## config.mk

```make
export PLATFORM = sky130hd
export DESIGN_NAME = pokey_serout_tx_flat
export DESIGN_NICKNAME = d
export VERILOG_FILES = /design/src/rtl/pokey_serout_tx_if.sv /design/src/rtl/pokey_serout_tx.sv /design/src/flat_wrapper.sv
export SDC_FILE = /design/constraint.sdc
export NUM_CORES = 1
export LEC_CHECK = 0
export CAP_MARGIN = 20
export CORE_MARGIN = 2
export CORE_UTILIZATION = 30
export CTS_CLUSTER_DIAMETER = 150
export DETAILED_ROUTE_END_ITERATION = 8
export PLACE_DENSITY_LB_ADDON = 0.25
export SYNTH_ARGS = -nofsm -noshare
export SYNTH_HDL_FRONTEND = slang
export SYNTH_SLANG_ARGS = --single-unit
```

## constraint.sdc

```tcl
create_clock -name clk -period 2 [get_ports clk]
set_input_delay 0.5 -clock clk [delete_from_list [all_inputs] [get_ports clk]]
set_output_delay 0.5 -clock clk [all_outputs]
set_load 0.01 [all_outputs]
```

## src/rtl/pokey_serout_tx_if.sv

```systemverilog
// pokey_serout_tx_if: bus bundle for the POKEY serial output transmitter.
//   master : drives enn, wrEn, D, bitTick, txEn, brk; observes SO, busy, rdyPls, txDone
//   slave  : the transmitter side (inverse directions)
interface pokey_serout_tx_if #(
   parameter int unsigned DATA_W = 8
) ();
   logic              enn;
   logic              wrEn;
   logic [DATA_W-1:0] D;
   logic              bitTick;
   logic              txEn;
   logic              brk;
   logic              SO;
   logic              busy;
   logic              rdyPls;
   logic              txDone;

   modport master (
      output enn, wrEn, D, bitTick, txEn, brk,
      input  SO, busy, rdyPls, txDone
   );

   modport slave (
      input  enn, wrEn, D, bitTick, txEn, brk,
      output SO, busy, rdyPls, txDone
   );
endinterface

```

## src/rtl/pokey_serout_tx.sv

```systemverilog
// pokey_serout_tx: POKEY serial output transmitter.
// Double-buffered: holding register (SEROUT) feeds a shift register that sends
// start bit, DATA_W data bits LSB first, then STOP_BITS stop bits, one bit per
// accepted bitTick. All state moves on the falling clock edge when enn=1.
//   clk  : system clock (falling-edge active)
//   nR   : asynchronous active-low reset
//   bus  : slave modport -- enn, wrEn, D, bitTick, txEn, brk in;
//          SO, busy, rdyPls, txDone out
module pokey_serout_tx #(
   parameter int unsigned DATA_W    = 8,
   parameter int unsigned STOP_BITS = 1
) (
   input logic              clk,
   input logic              nR,
   pokey_serout_tx_if.slave bus
);

   localparam int unsigned     CntW     = $clog2(DATA_W + 1);
   localparam logic [CntW-1:0] LastData = CntW'(DATA_W - 1);
   localparam logic [CntW-1:0] LastStop = CntW'(STOP_BITS - 1);

   typedef enum logic [1:0] {StIdle, StStart, StData, StStop} state_e;

   state_e            state_q, state_d;
   logic [DATA_W-1:0] hold_q, hold_d;
   logic              hv_q, hv_d;
   logic [DATA_W-1:0] shift_q, shift_d;
   logic [CntW-1:0]   cnt_q, cnt_d;
   logic              rdy_q, rdy_d;
   logic              load;
   logic              so_bit;

   always_ff @(negedge clk or negedge nR) begin
      if (!nR) begin
         state_q <= StIdle;
         hold_q  <= '0;
         hv_q    <= 1'b0;
         shift_q <= '0;
         cnt_q   <= '0;
         rdy_q   <= 1'b0;
      end else begin
         state_q <= state_d;
         hold_q  <= hold_d;
         hv_q    <= hv_d;
         shift_q <= shift_d;
         cnt_q   <= cnt_d;
         rdy_q   <= rdy_d;
      end
   end

   always_comb begin
      state_d = state_q;
      hold_d  = hold_q;
      hv_d    = hv_q;
      shift_d = shift_q;
      cnt_d   = cnt_q;
      rdy_d   = rdy_q;
      load    = 1'b0;
      if (bus.enn) begin
         rdy_d = 1'b0;
         if (!bus.txEn) begin
            // Abort: drop the frame but keep any pending holding data.
            state_d = StIdle;
            cnt_d   = '0;
         end else if (bus.bitTick) begin
            unique case (state_q)
               StIdle: load = hv_q;
               StStart: begin
                  state_d = StData;
                  cnt_d   = '0;
               end
               StData: begin
                  shift_d = shift_q >> 1;
                  if (cnt_q == LastData) begin
                     state_d = StStop;
                     cnt_d   = '0;
                  end else begin
                     cnt_d = cnt_q + 1'b1;
                  end
               end
               StStop: begin
                  if (cnt_q == LastStop) begin
                     cnt_d = '0;
                     // Pending data chains straight into the next start bit.
                     if (hv_q) load = 1'b1;
                     else      state_d = StIdle;
                  end else begin
                     cnt_d = cnt_q + 1'b1;
                  end
               end
            endcase
         end
         if (load) begin
            shift_d = hold_q;
            hv_d    = 1'b0;
            rdy_d   = 1'b1;
            state_d = StStart;
            cnt_d   = '0;
         end
         // Write is applied after the transfer so a same-cycle write lands in hold.
         if (bus.wrEn) begin
            hold_d = bus.D;
            hv_d   = 1'b1;
         end
      end
   end

   always_comb begin
      so_bit = 1'b1;
      unique case (state_q)
         StIdle:  so_bit = 1'b1;
         StStart: so_bit = 1'b0;
         StData:  so_bit = shift_q[0];
         StStop:  so_bit = 1'b1;
      endcase
   end

   assign bus.SO     = so_bit & ~bus.brk;
   assign bus.busy   = (state_q != StIdle);
   assign bus.rdyPls = rdy_q;
   assign bus.txDone = (state_q == StIdle) & ~hv_q;

endmodule

```

## src/flat_wrapper.sv

```systemverilog
// flat-port wrapper written by rule: the top's interface ports become plain ports
module pokey_serout_tx_flat 
#(
   parameter int unsigned DATA_W    = 8,
   parameter int unsigned STOP_BITS = 1
)
  (clk, nR, bus_enn, bus_wrEn, bus_D, bus_bitTick, bus_txEn, bus_brk, bus_SO, bus_busy, bus_rdyPls, bus_txDone);
  pokey_serout_tx_if #(.DATA_W(DATA_W)) bus_i ();
  input logic clk;
  input logic nR;
  input wire logic [$bits(bus_i.enn)-1:0] bus_enn;
  input wire logic [$bits(bus_i.wrEn)-1:0] bus_wrEn;
  input wire logic [$bits(bus_i.D)-1:0] bus_D;
  input wire logic [$bits(bus_i.bitTick)-1:0] bus_bitTick;
  input wire logic [$bits(bus_i.txEn)-1:0] bus_txEn;
  input wire logic [$bits(bus_i.brk)-1:0] bus_brk;
  output wire logic [$bits(bus_i.SO)-1:0] bus_SO;
  output wire logic [$bits(bus_i.busy)-1:0] bus_busy;
  output wire logic [$bits(bus_i.rdyPls)-1:0] bus_rdyPls;
  output wire logic [$bits(bus_i.txDone)-1:0] bus_txDone;
  assign bus_i.enn = bus_enn;
  assign bus_i.wrEn = bus_wrEn;
  assign bus_i.D = bus_D;
  assign bus_i.bitTick = bus_bitTick;
  assign bus_i.txEn = bus_txEn;
  assign bus_i.brk = bus_brk;
  assign bus_SO = bus_i.SO;
  assign bus_busy = bus_i.busy;
  assign bus_rdyPls = bus_i.rdyPls;
  assign bus_txDone = bus_i.txDone;
  pokey_serout_tx #(.DATA_W(DATA_W), .STOP_BITS(STOP_BITS)) u_core (.clk(clk), .nR(nR), .bus(bus_i));
endmodule
```

Figure 1. Routed clock nets over the placement.
Drawn at 6 px/um.
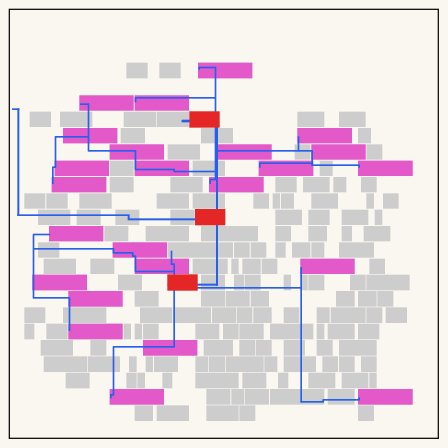
magenta -> flip-flops  # count 24
red -> clock drivers  # count 3
blue -> clock wires  # length 358 um
routed clock nets = 4

Figure 2. Congestion heat map.
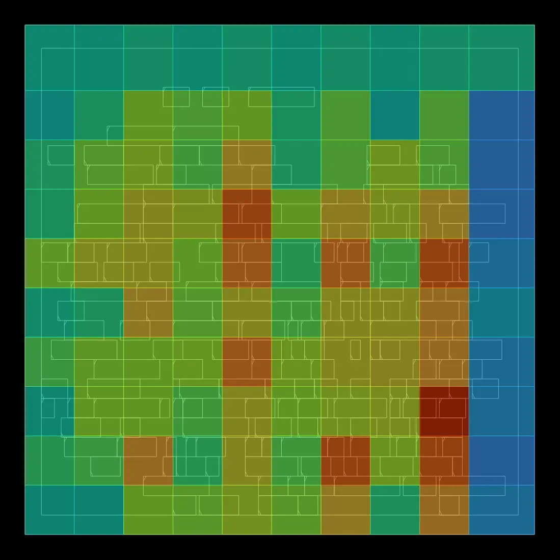
busiest grt layer: met2
DR WL/cell: 14.1 um
Overall Global Routing Usage: 13.7%

Figure 3. Gate families picked out.
Drawn at 8 px/um.
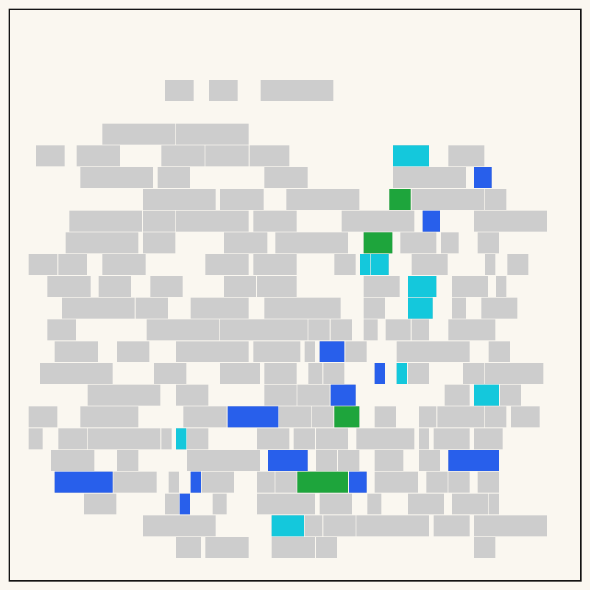
blue -> nand cells  # cells 12
cyan -> nor cells  # cells 9
green -> non-inverting ao/oa cells  # cells 4

==> out/metrics.csv <==
stage;metric;value;unit
run_status;status;complete, but fails checks;
run_status;violations;negative setup slack;
final_timing;setup_viol;27;
power_and_ir_drop;p_seq_share;28.7;%
final_timing;worst_slack;-0.911;ns
placement;hpwlAfterDp;2320;um
critical_path;worstSetupStartpoint;u_core.state_q[1];
grt;grt_util_met2;24.2;%
placement;post_dp_cell_area;0.00196;sq mm
final_timing;slew_headroom;64.2;%
cts;cts_sinks;24;
yosys;numSynthFlops;24;
die;die_y;71.3;um
power_and_ir_drop;ir_drop;0.417;mV
final_timing;tightest_slew;0.532;ns
yosys;syn_area;0.00136;sq mm
power_and_ir_drop;p_seq;645;uW
critical_path;cp-end-kind;output pin;
cts;root_buffer;clkbuf_8;
yosys;yosys_warnings;0;
yosys;ys_sh_mux;19.8;%
critical_path;regToRegSetupSlack;-0.24;ns
final_layout;area_growth;64.0;%
final_layout;nClkBuffers;3;
power_and_ir_drop;switching_share;33.5;%
detailed_routing;routed_wl;3150;um
yosys;synth-simple-area-share;12.0;%
final_layout;buf_share;23.9;%
critical_path;critical_path_class;flip-flop to output pin;
yosys;xor_share;0;%
cts;clk_transition_reported_paths;0.06;ns
final_layout;n_antenna_cell;0;
critical_path;path_buffers;1;
final_timing;whs;0.427;ns
yosys;ys_top_logic_family;multiplexers;
placement;gp_congestion;0.776;
final_layout;seq_area;601;sq um
yosys;ys_cells;115;
final_layout;final_area;0.00223;sq mm
die;die-width;71.3;um
power_and_ir_drop;pwr-share-clk;19.6;%
final_timing;hold_viol;0;
critical_path;cp_data_required_time;1.50;ns
critical_path;cpMaxStageDelayCell;dfrtn_1;
yosys;syn_nets;138;
final_layout;area_share_clock_buf_inv;3.20;%
final_layout;final_layout_top_logic_cells;dfrtn_1, buf_4, mux2_4;
power_and_ir_drop;p_int;1.50;mW
yosys;adder_share;7.37;%
final_layout;seq_share;27.0;%
final_layout;comb_share;41.2;%
hold_path;hp-class;flip-flop to flip-flop;
cts;cts_max_path_buffers;2;
final_layout;nFillCells;395;
yosys;synth.distinct_cells;35;
yosys;synth_cells;115;
critical_path;r2r-start;u_core.state_q[1];
final_layout;ff_count;24;
critical_path;critPathCapture;bus_SO;
yosys;ys_chip_area;0.00136;sq mm
critical_path;crit_arrival;2.41;ns
placement;io_buffers;18;
final_layout;nNonClkBuffers;54;
power_and_ir_drop;switching_power;754;uW
final_timing;finClkSkew;0.00135;ns
hold_path;whs_endpoint;u_core.bus.rdyPls;
final_layout;largestClassByArea;logic gates;
yosys;yosysSeqAreaShare;44.2;%
final_layout;lay_top_count;dfrtn_1;
detailed_routing;drt-pass1-iter-count;4;
detailed_routing;vias;1117;
final_layout;inverters;9;
critical_path;start_kind;flip-flop;
yosys;avgSynthCellArea;11.8;sq um
final_layout;drive_above_1_share;56.4;%
die;initial_core_util;31.2;%
power_and_ir_drop;power-top-group;combinational cells;
Figure 4. Wire density map.
Drawn at 6 px/um. The die is cut into 14 by 14 equal tiles; white is low, dark blue is high, scaled to the fullest tile. Values are wire area over tile area, all layers added.
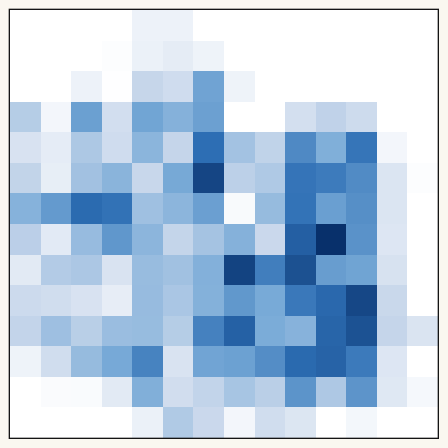
emptiest ninth of the die = top right
densest ninth of the die = middle
fullest tile = 0.33
tiles over half the peak = 24%
nearly empty tiles = 26%

Figure 5. Close-up of the layout.
Region (21, 6) to (51, 36) um. Cells in gray, sequential cells in the stronger gray; small squares are vias.
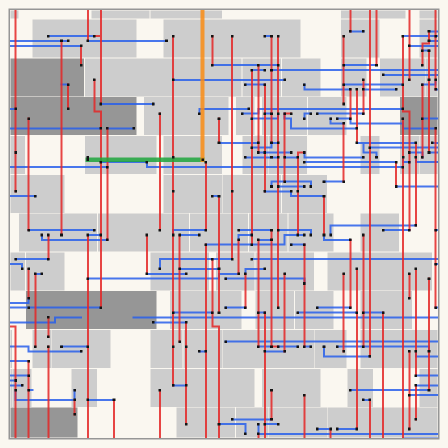
blue -> metal 1
orange -> metal 4
red -> metal 2
green -> metal 3
cells with their middle in the window = 58
sequential cells in the window = 4
netlist names of flops here include = u_core.shift_q (2)
most frequent = buf_6 (10), buf_4 (8), dfrtn_1 (4)

==> metrics by stage <==
stage                     std cells  util [%]  total power [mW]
final                           224      51.1              2.25
after global routing            224      51.1              2.38
after CTS                       222      50.4              2.23
after detailed placement        210      44.9              1.69
after global placement          210      44.9              1.66
after floorplan                 115         -              1.30
==> per-layer routing <==
layer	routed length, um	vias to the layer above	part of all wire, %
li1	-	538	-
met2	1640	15	52
met4	59	0	1.9
met5	0	-	0
met1	1370	557	44
met3	79	7	2.5
==> repair_timing <==
item	CTS	global route
hold buffers	0	0
resized	66	5
endpoints found under the setup margin	28	27
buffers inserted	8	2
pin swaps	15	6
==> synthesized netlist by cell type <==
master,number,area [sq um]
nand2_1,6,22.5
a211oi_1,1,7.51
nor4bb_1,1,10.0
o32ai_1,1,8.76
a31oi_1,1,6.26
nor2_1,4,15.0
a211o_1,1,8.76
nand2b_1,2,12.5
o31ai_1,4,30.0
and4bb_4,1,16.3
a21o_1,1,7.51
o211ai_1,3,22.5
and3_1,1,6.26
o21ai_0,4,20.0
nor4_1,1,6.26
and2b_1,1,7.51
ha_1,8,100
a21oi_1,1,5.00
inv_1,9,33.8
or3b_2,1,8.76
mux2_2,23,259
nor2b_1,1,6.26
o211a_1,1,10.0
nand4b_1,2,17.5
a311oi_1,1,8.76
a32o_1,1,10.0
buf_2,1,5.00
dfrtn_1,24,601
or3_1,1,6.26
o22ai_1,1,6.26
a21oi_2,1,8.76
o2111ai_4,1,26.3
mux2i_1,1,10.0
nor4b_1,2,17.5
nand3_1,2,10.0
==> worst min-delay path: stages, from the launching register on <==
cell and delay (ns):
dfrtn_1 0.41, nand2_1 0.05, o21ai_0 0.06
Power figures rest on the tool's default switching activity, not on a simulated workload.
